--- config.mk ---
export PLATFORM = sky130hd
export DESIGN_NAME = exc_req_ctrl_flat
export DESIGN_NICKNAME = d
export VERILOG_FILES = /design/src/rtl/exc_req_ctrl_if.sv /design/src/rtl/exc_req_ctrl.sv /design/src/flat_wrapper.sv
export SDC_FILE = /design/constraint.sdc
export NUM_CORES = 1
export LEC_CHECK = 0
export CAP_MARGIN = 30
export CORE_UTILIZATION = 38
export DETAILED_ROUTE_END_ITERATION = 8
export PLACE_DENSITY = 0.86
export SYNTH_ARGS = -nofsm -noshare
export SYNTH_HDL_FRONTEND = slang
export SYNTH_SLANG_ARGS = --single-unit
--- constraint.sdc ---
create_clock -name clk -period 2.2 [get_ports clk]
set_input_delay 0.44 -clock clk [delete_from_list [all_inputs] [get_ports clk]]
set_output_delay 0.44 -clock clk [all_outputs]
set_load 0.01 [all_outputs]
--- src/rtl/exc_req_ctrl_if.sv ---
// -----------------------------------------------------------------------------
// exc_req_ctrl_if
//   Signal bundle between the decode/execute stage, the PC register, CP0 and
//   the exception request controller.
//
//   master modport: the controller side (exc_req_ctrl).
//     inputs : syscall_i, break_i, teq_i, teq_eq_i, eret_i, pc_i, status_i,
//              epc_i
//     outputs: stall_o, exc_commit_o, eret_commit_o, cause_o, epc_o,
//              redirect_o, redirect_addr_o, busy_o
//              exc_cnt_o (only when EXC_CNT_EN is defined)
//   slave modport: the surrounding pipeline/CP0 side (directions mirrored).
//
//   Optional feature macro: EXC_CNT_EN (adds the exc_cnt_o counter output).
// -----------------------------------------------------------------------------
interface exc_req_ctrl_if;
  logic        syscall_i;
  logic        break_i;
  logic        teq_i;
  logic        teq_eq_i;
  logic        eret_i;
  logic [31:0] pc_i;
  logic [31:0] status_i;
  logic [31:0] epc_i;
  logic        stall_o;
  logic        exc_commit_o;
  logic        eret_commit_o;
  logic [3:0]  cause_o;
  logic [31:0] epc_o;
  logic        redirect_o;
  logic [31:0] redirect_addr_o;
  logic        busy_o;
`ifdef EXC_CNT_EN
  logic [31:0] exc_cnt_o;
`endif

  modport master (
`ifdef EXC_CNT_EN
    output exc_cnt_o,
`endif
    input  syscall_i, break_i, teq_i, teq_eq_i, eret_i,
    input  pc_i, status_i, epc_i,
    output stall_o, exc_commit_o, eret_commit_o, cause_o, epc_o,
    output redirect_o, redirect_addr_o, busy_o
  );

  modport slave (
`ifdef EXC_CNT_EN
    input  exc_cnt_o,
`endif
    output syscall_i, break_i, teq_i, teq_eq_i, eret_i,
    output pc_i, status_i, epc_i,
    input  stall_o, exc_commit_o, eret_commit_o, cause_o, epc_o,
    input  redirect_o, redirect_addr_o, busy_o
  );
endinterface

--- src/rtl/exc_req_ctrl.sv ---
// -----------------------------------------------------------------------------
// exc_req_ctrl
//   Initiator side of the CP0 exception interface. Qualifies decoded trap
//   instructions (syscall, break, teq) and eret against the CP0 status mask,
//   then sequences a three-cycle trap entry or trap return:
//     entry : detect (stall) -> EXC_SAVE (exc_commit) -> EXC_JUMP (redirect
//             to EXC_VECTOR)
//     return: detect (stall) -> RET_POP (eret_commit) -> RET_JUMP (redirect
//             to the EPC latched at detect time)
//
//   Ports:
//     clk   - system clock, rising edge
//     rst_n - asynchronous active-low reset
//     bus   - exc_req_ctrl_if.master carrying the decode inputs, CP0 status
//             and EPC, and all stall/strobe/redirect outputs
//
//   Optional feature macro: EXC_CNT_EN
//     When defined, bus.exc_cnt_o counts exc_commit_o cycles (wraps at 2^32).
// -----------------------------------------------------------------------------
module exc_req_ctrl #(
  parameter logic [31:0] EXC_VECTOR    = 32'h0040_0004,
  parameter logic [3:0]  CAUSE_SYSCALL = 4'd8,
  parameter logic [3:0]  CAUSE_BREAK   = 4'd9,
  parameter logic [3:0]  CAUSE_TEQ     = 4'd13
) (
  input logic              clk,
  input logic              rst_n,
  exc_req_ctrl_if.master   bus
);

  typedef enum logic [2:0] {
    IDLE,
    EXC_SAVE,
    EXC_JUMP,
    RET_POP,
    RET_JUMP
  } state_e;

  state_e      state_q, state_d;
  logic [3:0]  cause_q, cause_d;
  logic [31:0] epc_q, epc_d;
  logic [31:0] ret_q, ret_d;

  logic        brk_hit, sys_hit, teq_hit, trap_hit;

  logic        stall;
  logic        exc_commit;
  logic        eret_commit;
  logic        redirect;
  logic [31:0] redirect_addr;

  // Only the enable bits [3:0] of status are meaningful here.
  logic unused_status;
  assign unused_status = ^bus.status_i[31:4];

  // Trap qualification against the status mask of the current cycle; only
  // consulted while IDLE, so CP0 rewriting status mid-sequence is harmless.
  assign brk_hit  = bus.status_i[0] & bus.status_i[2] & bus.break_i;
  assign sys_hit  = bus.status_i[0] & bus.status_i[1] & bus.syscall_i;
  assign teq_hit  = bus.status_i[0] & bus.status_i[3] & bus.teq_i & bus.teq_eq_i;
  assign trap_hit = brk_hit | sys_hit | teq_hit;

  always_ff @(posedge clk or negedge rst_n) begin
    if (!rst_n) begin
      state_q <= IDLE;
      cause_q <= 4'd0;
      epc_q   <= 32'd0;
      ret_q   <= 32'd0;
    end else begin
      state_q <= state_d;
      cause_q <= cause_d;
      epc_q   <= epc_d;
      ret_q   <= ret_d;
    end
  end

  // Any qualified trap wins over a simultaneous eret, which is dropped.
  // Among traps the order is break, then syscall, then teq.
  always_comb begin
    state_d = state_q;
    cause_d = cause_q;
    epc_d   = epc_q;
    ret_d   = ret_q;
    case (state_q)
      IDLE: begin
        if (trap_hit) begin
          state_d = EXC_SAVE;
          epc_d   = bus.pc_i;
          if (brk_hit) begin
            cause_d = CAUSE_BREAK;
          end else if (sys_hit) begin
            cause_d = CAUSE_SYSCALL;
          end else begin
            cause_d = CAUSE_TEQ;
          end
        end else if (bus.eret_i) begin
          state_d = RET_POP;
          ret_d   = bus.epc_i;
        end
      end
      EXC_SAVE: state_d = EXC_JUMP;
      EXC_JUMP: state_d = IDLE;
      RET_POP:  state_d = RET_JUMP;
      RET_JUMP: state_d = IDLE;
      default:  state_d = IDLE;
    endcase
  end

  // The detect-cycle stall is combinational so the decode stage holds the
  // trapping instruction in the very cycle it is recognised.
  always_comb begin
    stall         = 1'b0;
    exc_commit    = 1'b0;
    eret_commit   = 1'b0;
    redirect      = 1'b0;
    redirect_addr = 32'd0;
    case (state_q)
      IDLE:     stall = trap_hit | bus.eret_i;
      EXC_SAVE: begin
        stall      = 1'b1;
        exc_commit = 1'b1;
      end
      EXC_JUMP: begin
        redirect      = 1'b1;
        redirect_addr = EXC_VECTOR;
      end
      RET_POP:  begin
        stall       = 1'b1;
        eret_commit = 1'b1;
      end
      RET_JUMP: begin
        redirect      = 1'b1;
        redirect_addr = ret_q;
      end
      default:  stall = 1'b0;
    endcase
  end

  assign bus.stall_o         = stall;
  assign bus.exc_commit_o    = exc_commit;
  assign bus.eret_commit_o   = eret_commit;
  assign bus.redirect_o      = redirect;
  assign bus.redirect_addr_o = redirect_addr;
  assign bus.busy_o          = (state_q != IDLE);
  assign bus.cause_o         = cause_q;
  assign bus.epc_o           = epc_q;

`ifdef EXC_CNT_EN
  logic [31:0] exc_cnt_q, exc_cnt_d;

  always_comb begin
    exc_cnt_d = exc_cnt_q;
    if (exc_commit) begin
      exc_cnt_d = exc_cnt_q + 32'd1;
    end
  end

  always_ff @(posedge clk or negedge rst_n) begin
    if (!rst_n) begin
      exc_cnt_q <= 32'd0;
    end else begin
      exc_cnt_q <= exc_cnt_d;
    end
  end

  assign bus.exc_cnt_o = exc_cnt_q;
`endif

endmodule

--- src/flat_wrapper.sv ---
// flat-port wrapper written by rule: the top's interface ports become plain ports
module exc_req_ctrl_flat 
#(
  parameter logic [31:0] EXC_VECTOR    = 32'h0040_0004,
  parameter logic [3:0]  CAUSE_SYSCALL = 4'd8,
  parameter logic [3:0]  CAUSE_BREAK   = 4'd9,
  parameter logic [3:0]  CAUSE_TEQ     = 4'd13
)
  (clk, rst_n, bus_syscall_i, bus_break_i, bus_teq_i, bus_teq_eq_i, bus_eret_i, bus_pc_i, bus_status_i, bus_epc_i, bus_stall_o, bus_exc_commit_o, bus_eret_commit_o, bus_cause_o, bus_epc_o, bus_redirect_o, bus_redirect_addr_o, bus_busy_o);
  exc_req_ctrl_if bus_i ();
  input logic clk;
  input logic rst_n;
  input wire logic [$bits(bus_i.syscall_i)-1:0] bus_syscall_i;
  input wire logic [$bits(bus_i.break_i)-1:0] bus_break_i;
  input wire logic [$bits(bus_i.teq_i)-1:0] bus_teq_i;
  input wire logic [$bits(bus_i.teq_eq_i)-1:0] bus_teq_eq_i;
  input wire logic [$bits(bus_i.eret_i)-1:0] bus_eret_i;
  input wire logic [$bits(bus_i.pc_i)-1:0] bus_pc_i;
  input wire logic [$bits(bus_i.status_i)-1:0] bus_status_i;
  input wire logic [$bits(bus_i.epc_i)-1:0] bus_epc_i;
  output wire logic [$bits(bus_i.stall_o)-1:0] bus_stall_o;
  output wire logic [$bits(bus_i.exc_commit_o)-1:0] bus_exc_commit_o;
  output wire logic [$bits(bus_i.eret_commit_o)-1:0] bus_eret_commit_o;
  output wire logic [$bits(bus_i.cause_o)-1:0] bus_cause_o;
  output wire logic [$bits(bus_i.epc_o)-1:0] bus_epc_o;
  output wire logic [$bits(bus_i.redirect_o)-1:0] bus_redirect_o;
  output wire logic [$bits(bus_i.redirect_addr_o)-1:0] bus_redirect_addr_o;
  output wire logic [$bits(bus_i.busy_o)-1:0] bus_busy_o;
  assign bus_i.syscall_i = bus_syscall_i;
  assign bus_i.break_i = bus_break_i;
  assign bus_i.teq_i = bus_teq_i;
  assign bus_i.teq_eq_i = bus_teq_eq_i;
  assign bus_i.eret_i = bus_eret_i;
  assign bus_i.pc_i = bus_pc_i;
  assign bus_i.status_i = bus_status_i;
  assign bus_i.epc_i = bus_epc_i;
  assign bus_stall_o = bus_i.stall_o;
  assign bus_exc_commit_o = bus_i.exc_commit_o;
  assign bus_eret_commit_o = bus_i.eret_commit_o;
  assign bus_cause_o = bus_i.cause_o;
  assign bus_epc_o = bus_i.epc_o;
  assign bus_redirect_o = bus_i.redirect_o;
  assign bus_redirect_addr_o = bus_i.redirect_addr_o;
  assign bus_busy_o = bus_i.busy_o;
  exc_req_ctrl #(.EXC_VECTOR(EXC_VECTOR), .CAUSE_SYSCALL(CAUSE_SYSCALL), .CAUSE_BREAK(CAUSE_BREAK), .CAUSE_TEQ(CAUSE_TEQ)) u_core (.clk(clk), .rst_n(rst_n), .bus(bus_i));
endmodule
==> impl_metrics.ini, run 1 <==
; flow metrics
[place]
dp_cells = 455
dpl.hpwl_um = 4830
dpl_cell_area_mm2 = 0.00458
gp_congestion = 0.792
io_buffer_count = 146
dp_slack_ns = -0.238

[cells_and_area]
drive_gt1_share_pct = 31.5
lay_top_count = clkdlybuf4s50_1
fin_nets = 474
synthToLayoutAreaGrowth_pct = 61.4
layout_top_cells = clkdlybuf4s50_1 (109), dfrtp_1 (68), mux2_2 (63)
fin_cells = 474
n_antenna_cell = 0
stdcell_area_mm2 = 0.00477

[critical_path]
path_buffers = 1
r2r-end = u_core.ret_q[17]
slowest_delay_ns = 0.53
crit_start = u_core.state_q[0]
path_depth = 3
r2r-start = u_core.state_q[2]
worst-path-max-fanout = 7
cp_cell_sequence = nor2b_4 > and2_1 > clkdlybuf4s50_1
path_class = reg2out
slowest_stage = clkdlybuf4s50_1
rr_worst_depth = 4
start_kind = register
r2r_slack_ns = 0.16
required_ns = 1.76
cp_top_family = buffers and inverters
critPathArrivalTime_ns = 1.67
cp-endpoint = bus_eret_commit_o
end_kind = output pin

[cts]
ctsResizeCount = 67
cts_tree = yes
cts-root-buf = clkbuf_8
clk_pin_slew_worst_paths_ns = 0.08
cts_buffers = 9
clk_latency_ns = 0.33
post_cts_buffers = 2
cts_hold_buf = 0
clock_sinks = 70
clockBufferDepth = 2
cts_max_level = 3

[logic_synthesis]
area_leaders = dfrtp_1 (59%), mux2_2 (24%), and2_1 (6.8%)
synth_area_mm2 = 0.00296
top_area_share_pct = 59.3
postSynthSeqShare_pct = 59.3
ys_warn_count = 0
synth_flop_count = 70
synth_cells = 210
fp_nets = 313
yosysCellCount = 210
ys_area_mm2 = 0.00296
syn_avg_cell_area_um2 = 14.1
yosys.area.top_type = dfrtp_1
ys_types = 26

[min_path]
hold_class = in2async

[route]
dr.pass1.iters = 3
ant_nets = 0
routed_wl_um = 6660
drtIter0Drc = 41
route.detailed.drc = 0
routedWlPerCell_um = 14.1
via_per_inst = 4.64
routed-via-count = 2197

[die]
placeableCoreArea_mm2 = 0.00737
dieWidth_um = 90.2
die_h_um = 90.2
ios = 176
rows = 31
die_area_mm2 = 0.00813
fp-utilization_pct = 40.1

[sta]
report.final.slew_viol_count = 0
setup_ws_ns = 0.0950
period_needed_ns = 2.11
grt_setup_unrepaired = false
clock.fmax_ghz = 0.475
setup_viol = 0
tns_ns = 0
finalHoldViolations = 0
finalCritPeriodShare_pct = 95.7
final.setup_skew_ns = 0.0105
holdWs_ns = 0.128

[power_and_ir_drop]
max-vdd-ir-drop_mv = 0.679
p_leak_nw = 2.16
power_mw = 5.75
power_density_mw_per_mm2 = 1210

[grt]
grt_pass1_wl_um = 11300
grt_pass1_vias = 2396
grt_antenna_before_repair = 0
grt.met2_usage_pct = 29.6
grt_remaining_overflow = 0
grt_max_degree = 40
use_met1_pct = 20.5
busiest_layer = met2
grt_util_met3_pct = 6.26

[status]
status = finished clean

[job]
max_cap_violations = 0
openroad.warnings = 55
[run 1: where the power goes]
part / internal, mW / total (mW) / leakage (nW) / switching, mW
sequential: 1.93 / 2.25 / 0.824 / 0.320
combinational: 1.60 / 2.51 / 1.23 / 0.911
clock: 0.541 / 0.989 / 0.102 / 0.449
total: 4.07 / 5.75 / 2.16 / 1.68
[run 1: routing by layer]
metal  wire [µm]  up-vias
met5           0        -
met4          93        0
met3         586       10
met2        3200      108
met1        2780     1039
li1            -     1040
[run 1: logic make-up (layout without fill, tap and decap cells)]
kind of cell | after synthesis | after routing | synth area share (%)
flip-flops | 70 | 70 | 59.3
multiplexers | 65 | 65 | 24.8
AND/OR/NAND/NOR | 50 | 50 | 10.4
buffers and inverters | 13 | 178 | 2.71
AND-OR/OR-AND | 11 | 11 | 2.75
other | 1 | 1 | 0.127
[run 1: sequential cells by signal, indices dropped and copies added (netlist names)]
name	flops
u_core.bus.epc_o	32
u_core.state_q	3
u_core.ret_q	32
u_core.bus.cause_o	3
[run 1: layout make-up]
cell class | instances | area (µm²)
Timing Repair Buffer | 161 | 1550
Tap cell | 99 | 124
Sequential cell | 70 | 1750
Clock buffer | 10 | 138
Multi-Input combinational cell | 127 | 1150
Inverter | 2 | 7.51
Fill cell | 578 | 2600
Clock inverter | 5 | 50.0
[run 1: cells in the mapped netlist]
cell type,n
dfrtp_1,70
mux2_2,63
and2_1,32
a21oi_1,5
buf_2,4
buf_6,3
clkbuf_1,3
nand2_1,3
nor2_1,3
nor2b_1,3
a31oi_1,2
inv_1,2
mux2_1,2
nand2b_1,2
or2_2,2
a211oi_4,1
a22o_1,1
and3_1,1
and4_1,1
buf_4,1
conb_1,1
nand4_1,1
nor3_1,1
o211a_1,1
o21ai_0,1
or4b_4,1
### Routing congestion, run 1

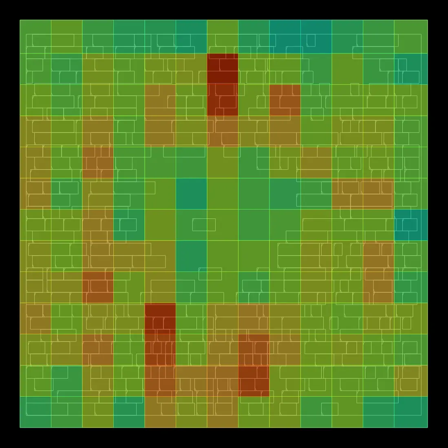
GRT Total Usage: 17.5%
fin util: 64.7%

### Placed cells, one colour a class, run 1

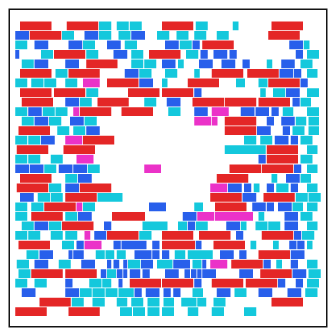
- flip-flops: red (cells 70)
- all other logic: blue (cells 129)
- clock drivers and dummy loads: magenta (cells 15)
- other buffers and delay cells: cyan (cells 161)

### Clock distribution, run 1

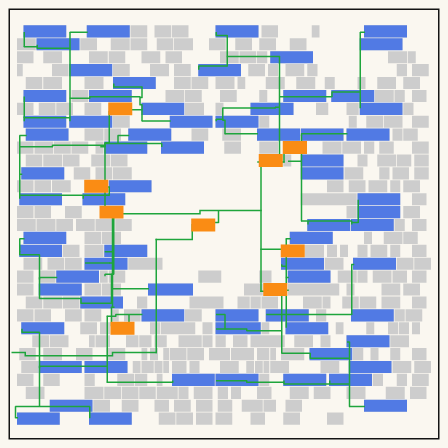
- flip-flops: blue (count 70)
- cells driving clock nets: orange (count 9)
- clock wires: green (length 838 µm)
- flops lie: widely spread

==> run 2, diff against run 1 <==
--- a/config.mk
+++ b/config.mk
@@ -6,9 +6,12 @@
 export NUM_CORES = 1
 export LEC_CHECK = 0
 export CAP_MARGIN = 30
+export CORE_MARGIN = 5
 export CORE_UTILIZATION = 38
+export CTS_BUF_LIST = sky130_fd_sc_hd__clkbuf_16
 export DETAILED_ROUTE_END_ITERATION = 8
 export PLACE_DENSITY = 0.86
+export SLEW_MARGIN = 20
 export SYNTH_ARGS = -nofsm -noshare
 export SYNTH_HDL_FRONTEND = slang
 export SYNTH_SLANG_ARGS = --single-unit
### Clock distribution, run 2

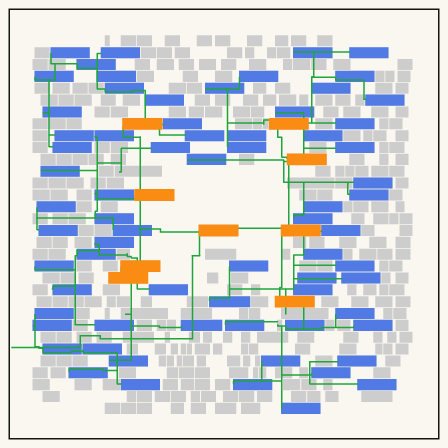
- cells driving clock nets: orange (count 9)
- clock wires: green (length 888 µm)
- flip-flops: blue (count 70)
- routed clock nets: 10
- flops lie: widely spread

==> impl_metrics.ini, run 2 <==
; flow metrics
[status]
status = finished clean

[cells_and_area]
synthToLayoutAreaGrowth_pct = 67.5
nFillCells = 621
lay_top_count = clkdlybuf4s50_1
fin_nets = 471
drive_gt1_share_pct = 26.5
fin_cells = 475
stdcell_area_mm2 = 0.00495
final_util_pct = 64.7

[logic_synthesis]
ys_warn_count = 0
fp_nets = 313
synth-edff-count = 0
synth_flop_count = 70
syn_avg_cell_area_um2 = 14.1
top_cell = dfrtp_1
postSynthSeqShare_pct = 59.3
ys.flop_type = dfrtp_1
yosys.area.top_type = dfrtp_1
ys_area_mm2 = 0.00296
ys_top_cells_by_count = dfrtp_1 (70), mux2_2 (63), and2_1 (32)

[route]
met3_length_um = 733
wl_met2_um = 3430
top_layer = met4
routed-via-count = 2208
ant_nets = 0
route.detailed.drc = 0
via_per_inst = 4.65
routed_wl_um = 7210

[sta]
clock.fmax_ghz = 0.471
setup_ws_ns = 0.0748
report.final.slew_viol_count = 0
grt_setup_unrepaired = true
finalHoldViolations = 0

[die]
rows = 32
dieWidth_um = 98.2

[grt]
grt_max_degree = 71
use_met1_pct = 17.9
grt_antenna_before_repair = 0
grt_util_met3_pct = 6.86
track_usage_pct = 15.0
busiest_layer = met2

[job]
max_cap_violations = 0
openroad.warnings = 55

[place]
dp_cells = 458
gp_congestion = 0.757
io_buffer_count = 146
dpl.hpwl_um = 5350
dpl_cell_area_mm2 = 0.00460

[power_and_ir_drop]
p_switching_mw = 1.76
max-vdd-ir-drop_mv = 0.694
pg_comb_mw = 2.50
pg_seq_mw = 2.26
power.group.top = combinational cells
internal-power_mw = 4.74
power_frac_comb_pct = 38.5
power.share.sequential_pct = 34.8
power_mw = 6.50
switching_share_pct = 27.1
pg_clk_mw = 1.74

[critical_path]
rr_worst_depth = 5
slowest_delay_ns = 0.52
end_kind = register
slowest_stage = or4b_4
required_ns = 2.40
start_kind = register
critPathArrivalTime_ns = 2.32

[cts]
cts-root-buf = clkbuf_16
cts_hold_buf = 0
clock_sinks = 70
cts_buffers = 9
clk_pin_slew_worst_paths_ns = 0.06

[min_path]
hold_class = in2async
[run 2: cell counts after synthesis]
Identical to the previous run, type by type.
[run 2: cell type report]
class,instances,area [µm²],area share [%]
clock inverter,7,136,2.75
sequential,70,1750,35.4
inverter,2,7.51,0.152
multi-input combinational,127,1140,23.0
timing repair buffer,158,1560,31.5
tap,102,128,2.58
clock buffer,9,225,4.55
[run 2: per-stage QoR]
stage	hold WS (ns)	setup TNS, ns
after floorplan	0.144	0
after global placement	0.456	-6.30
after detailed placement	0.455	-7.11
after CTS	0.158	0
after global routing	0.155	-0.0264
final	0.128	0
[run 2: cell families (layout without fill, tap and decap cells)]
group	after synthesis	after routing	synth area share (%)
and+or+nand+nor	50	50	10.4
AOI/OAI and AO/OA	11	11	2.75
other	1	1	0.127
muxes	65	65	24.8
buffers and inverters	13	176	2.71
DFF	70	70	59.3
[run 2: timing repair]
action / CTS / global route
endpoints found under the hold margin: 0 / 0
pin swaps: 0 / 0
setup endpoints to repair: 33 / 3
buffers inserted: 0 / 1
resized: 36 / 5
cloned: 0 / 0
[run 2: worst max-delay path: cells and delay by family, from the launching register on]
family          cells  cell delay (ns)
flops               1             0.45
buf+inv             2             0.39
simple gates        1             0.52
compound gates      1             0.27
mux                 1             0.36
[run 2: worst paths after layout]
kind / start / end / slack (ns)
max: u_core.state_q[0] / u_core.ret_q[17] / 0.07
min: rst_n / u_core.ret_q[26] / 0.13
max reg2reg: u_core.state_q[0] / u_core.ret_q[17] / 0.07
min reg2reg: u_core.bus.cause_o[3] / u_core.bus.cause_o[3] / 0.46
max in group asynchronous: rst_n / u_core.ret_q[4] / 1.75
min in group clk: u_core.bus.cause_o[3] / u_core.bus.cause_o[3] / 0.46
Power is estimated from default activity; no workload was simulated.
